PDN straps and rails:
Scale: 6 px per µm. Pins as bars on the die edge.
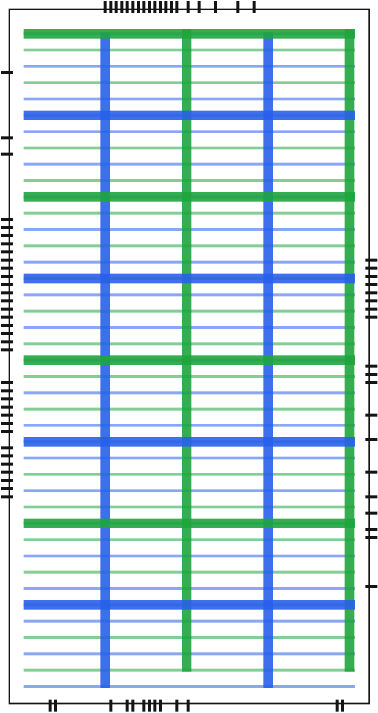
Placement view:
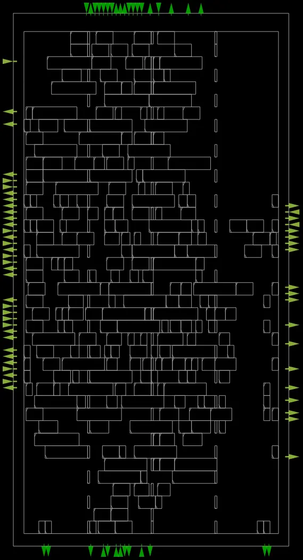
Drive-strength map:
Scale: 3 px per µm.
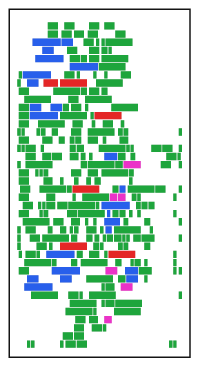
$ cat config.mk
export PLATFORM = sky130hd
export DESIGN_NAME = int_req_ctrl
export DESIGN_NICKNAME = d
export VERILOG_FILES = /design/src/rtl/int_req_ctrl.sv
export SDC_FILE = /design/constraint.sdc
export NUM_CORES = 1
export LEC_CHECK = 0
export CORE_ASPECT_RATIO = 2
export CORE_MARGIN = 2
export CORE_UTILIZATION = 35
export DETAILED_ROUTE_END_ITERATION = 16
export PLACE_DENSITY = 0.67
export SLEW_MARGIN = 10
export SYNTH_ARGS = -nofsm -noshare
export SYNTH_HDL_FRONTEND = slang
export SYNTH_SLANG_ARGS = --single-unit
$ cat constraint.sdc
create_clock -name clk -period 2.6 [get_ports clk]
set_clock_uncertainty 0.1 [all_clocks]
set_input_delay 0.78 -clock clk [delete_from_list [all_inputs] [get_ports clk]]
set_output_delay 0.78 -clock clk [all_outputs]
set_load 0.01 [all_outputs]
$ cat src/rtl/int_req_ctrl.sv
// int_req_ctrl: latches, masks and prioritises interrupt sources
// and issues one request pulse per handler until return-from-interrupt.
module int_req_ctrl #(
  parameter int                NUM_SRC    = 8,
  parameter int                ADDR_W     = 32,
  parameter logic [ADDR_W-1:0] VEC_BASE   = 32'h0000_0100,
  parameter logic [ADDR_W-1:0] VEC_STRIDE = 32'h0000_0020,
  parameter int                HOLDOFF    = 3
) (
  input  logic               clk,
  input  logic               reset,
  input  logic [NUM_SRC-1:0] src,
  input  logic               msr_ee,
  input  logic               mask_we,
  input  logic [NUM_SRC-1:0] mask_wdata,
  input  logic               clr_we,
  input  logic [NUM_SRC-1:0] clr_wdata,
  input  logic               rfi,
  output logic               interrupt,
  output logic [ADDR_W-1:0]  vector,
  output logic [NUM_SRC-1:0] pending,
  output logic [NUM_SRC-1:0] mask,
  output logic               in_service,
  output logic [4:0]         svc_idx
);

  typedef enum logic [3:0] {
    IDLE    = 4'b0001,
    ISSUE   = 4'b0010,
    HOLD    = 4'b0100,
    SERVICE = 4'b1000
  } state_t;

  state_t             state;
  state_t             state_nx;
  logic [NUM_SRC-1:0] src_q;
  logic [NUM_SRC-1:0] edge_v;
  logic [NUM_SRC-1:0] clr_v;
  logic [NUM_SRC-1:0] issue_v;
  logic [NUM_SRC-1:0] elig;
  logic               req;
  logic [4:0]         idx;
  logic [7:0]         cnt;
  logic [7:0]         cnt_nx;
  logic               rfi_lat;
  logic               rfi_lat_nx;
  logic               issue_clr;
  logic               load;

  assign edge_v = src & ~src_q;
  assign clr_v  = clr_we ? clr_wdata : '0;
  assign elig   = pending & ~mask;
  assign req    = (elig != '0) && msr_ee;

  always_comb begin
    issue_v = '0;
    if (issue_clr) issue_v = NUM_SRC'(1) << svc_idx;
  end

  // lowest eligible index wins
  always_comb begin
    idx = '0;
    for (int i = NUM_SRC - 1; i >= 0; i--) begin
      if (elig[i]) idx = 5'(i);
    end
  end

  // registered copy of the lines for edge detection
  always_ff @(posedge clk or posedge reset) begin
    if (reset) src_q <= '0;
    else       src_q <= src;
  end

  // new edges win over software and issue clears
  always_ff @(posedge clk or posedge reset) begin
    if (reset) pending <= '0;
    else       pending <= edge_v | (pending & ~clr_v & ~issue_v);
  end

  // mask register, all sources masked out of reset
  always_ff @(posedge clk or posedge reset) begin
    if (reset)        mask <= '1;
    else if (mask_we) mask <= mask_wdata;
  end

  // state, holdoff counter and early-return latch
  always_ff @(posedge clk or posedge reset) begin
    if (reset) begin
      state   <= IDLE;
      cnt     <= '0;
      rfi_lat <= 1'b0;
    end else begin
      state   <= state_nx;
      cnt     <= cnt_nx;
      rfi_lat <= rfi_lat_nx;
    end
  end

  // capture the winning source and its handler address
  always_ff @(posedge clk or posedge reset) begin
    if (reset) begin
      svc_idx <= '0;
      vector  <= '0;
    end else if (load) begin
      svc_idx <= idx;
      vector  <= VEC_BASE + ADDR_W'(idx) * VEC_STRIDE;
    end
  end

  // next-state and output decode
  always_comb begin
    state_nx   = state;
    cnt_nx     = cnt;
    rfi_lat_nx = rfi_lat;
    interrupt  = 1'b0;
    in_service = 1'b0;
    issue_clr  = 1'b0;
    load       = 1'b0;
    unique case (1'b1)
      state[0]: begin
        rfi_lat_nx = 1'b0;
        if (req) begin
          load     = 1'b1;
          state_nx = ISSUE;
        end
      end
      state[1]: begin
        interrupt  = 1'b1;
        in_service = 1'b1;
        issue_clr  = 1'b1;
        cnt_nx     = 8'(HOLDOFF - 1);
        state_nx   = HOLD;
      end
      state[2]: begin
        in_service = 1'b1;
        if (rfi) rfi_lat_nx = 1'b1;
        if (cnt != '0) cnt_nx = cnt - 8'd1;
        if (cnt <= 8'd1) state_nx = SERVICE;
      end
      state[3]: begin
        in_service = 1'b1;
        if (rfi || rfi_lat) begin
          rfi_lat_nx = 1'b0;
          state_nx   = IDLE;
        end
      end
      default: begin
        state_nx   = state_t'(4'bxxxx);
        cnt_nx     = 'x;
        rfi_lat_nx = 1'bx;
        interrupt  = 1'bx;
        in_service = 1'bx;
        issue_clr  = 1'bx;
        load       = 1'bx;
      end
    endcase
  end

endmodule

==> tab_implementation.tex <==
% Synthesis and place-and-route results
\begin{tabular}{lr}
\hline
Metric & Value \\
\hline
\multicolumn{2}{l}{\textbf{Placement}} \\
RePlAce Congestion & 0.821 \\
Worst slack, placed & 0.245 ns \\
\multicolumn{2}{l}{\textbf{Timing}} \\
Upper clock frequency limit & 405 MHz \\
Setup Total Neg Slack & 0 ns \\
Share of the clock period used by the worst path & 0.949 \\
Minimum hold slack & 0.326 ns \\
\multicolumn{2}{l}{\textbf{Synthesis}} \\
Warnings from Yosys & 0 \\
\multicolumn{2}{l}{\textbf{Clocking}} \\
CTS HTree Levels & 2 \\
Clock insertion delay at the later pin of the skew report & 0.28 ns \\
Clock transition at the register clock pins on the worst setup and hold paths after CTS & 0.06 ns \\
\multicolumn{2}{l}{\textbf{Job}} \\
Log Warnings & 27 \\
Number of max-capacitance violations reported & 0 \\
\multicolumn{2}{l}{\textbf{Worst setup path}} \\
Startpoint type of the worst setup path & flip-flop \\
Critical Path Sink & in\_service \\
RR Startpoint & mask[2]\$\_DFFE\_PP1P\_ \\
Nature of the critical path endpoint & output pin \\
\multicolumn{2}{l}{\textbf{Floorplan}} \\
Chip area & 6900 µm² \\
Number of placed I/O pins & 85 \\
\multicolumn{2}{l}{\textbf{Power}} \\
Switching power total & 0.000991 W \\
Design internal power & 0.00177 W \\
Share of power burned in registers & 0.357 \\
\multicolumn{2}{l}{\textbf{Final layout}} \\
Max-area cell class & flip-flops and latches \\
Most common logic cell in the routed design & clkdlybuf4s50\_1 \\
Fraction of area in clock buffers and inverters & 0.0520 \\
\multicolumn{2}{l}{\textbf{Status}} \\
Outcome & finished, final reports clean \\
\multicolumn{2}{l}{\textbf{Detailed routing}} \\
Post-route ant nets & 0 \\
\hline
\end{tabular}
## Picture notes: 'PDN straps and rails'
net	color
VSS	blue
VDD	green
met5 straps	8
rows	40
worst vdd ir: 0.527 mV
die boundary width: 59.7 µm
placeable core region: 6010 µm²
height of the die: 115 µm

## Picture notes: 'placement view'
flip-flop and latch share of the layout cell area: 0.368
final instance count without filler cells: 337
Fill cells: 582
utilization after layout: 0.469
flop count: 41

## Picture notes: 'drive-strength map'
size	color	cells	share
x6 and larger	red	6	2.2%
x2	blue	23	8.4%
x3 and x4	magenta	6	2.2%
x1 and smaller	green	239	87%
minimum setup slack in the final design: 0.133 ns
final design area excluding fillers: 2820 µm²
area grow syn2layout: 29.6%
non-clock buffer total of the final layout: 57

[worst max-delay path: stages (launching register included)]
cell	delay [ns]
dfrtp_1	0.37
buf_4	0.17
nor3_4	0.21
inv_1	0.07
clkdlybuf4s50_1	0.48
[layer usage]
metal,wire length (µm),track usage
met3,298,0.0324
met1,1650,0.157
met4,157,0.0844
met5,0,0
met2,2860,0.291
[registers in the layout, summed over array words and instances, names as in the netlist]
signal and count:
src_q 8, pending 8, mask 8, vector 2, svc_idx 2, rfi_lat 1, cnt 8, state 4
[kinds of logic (layout without fill, tap and decap cells)]
kind of cell               count (synthesis)  count (layout)
AOI/OAI and AO/OA                         35              35
xor gates and xnor gates                   2               2
adders and majority gates                  2               2
buffers and inverters                     60              88
DFF                                       41              41
muxes                                     12              12
other                                      1              30
and+or+nand+nor                           64              64
Power and IR drop assume default switching activity.
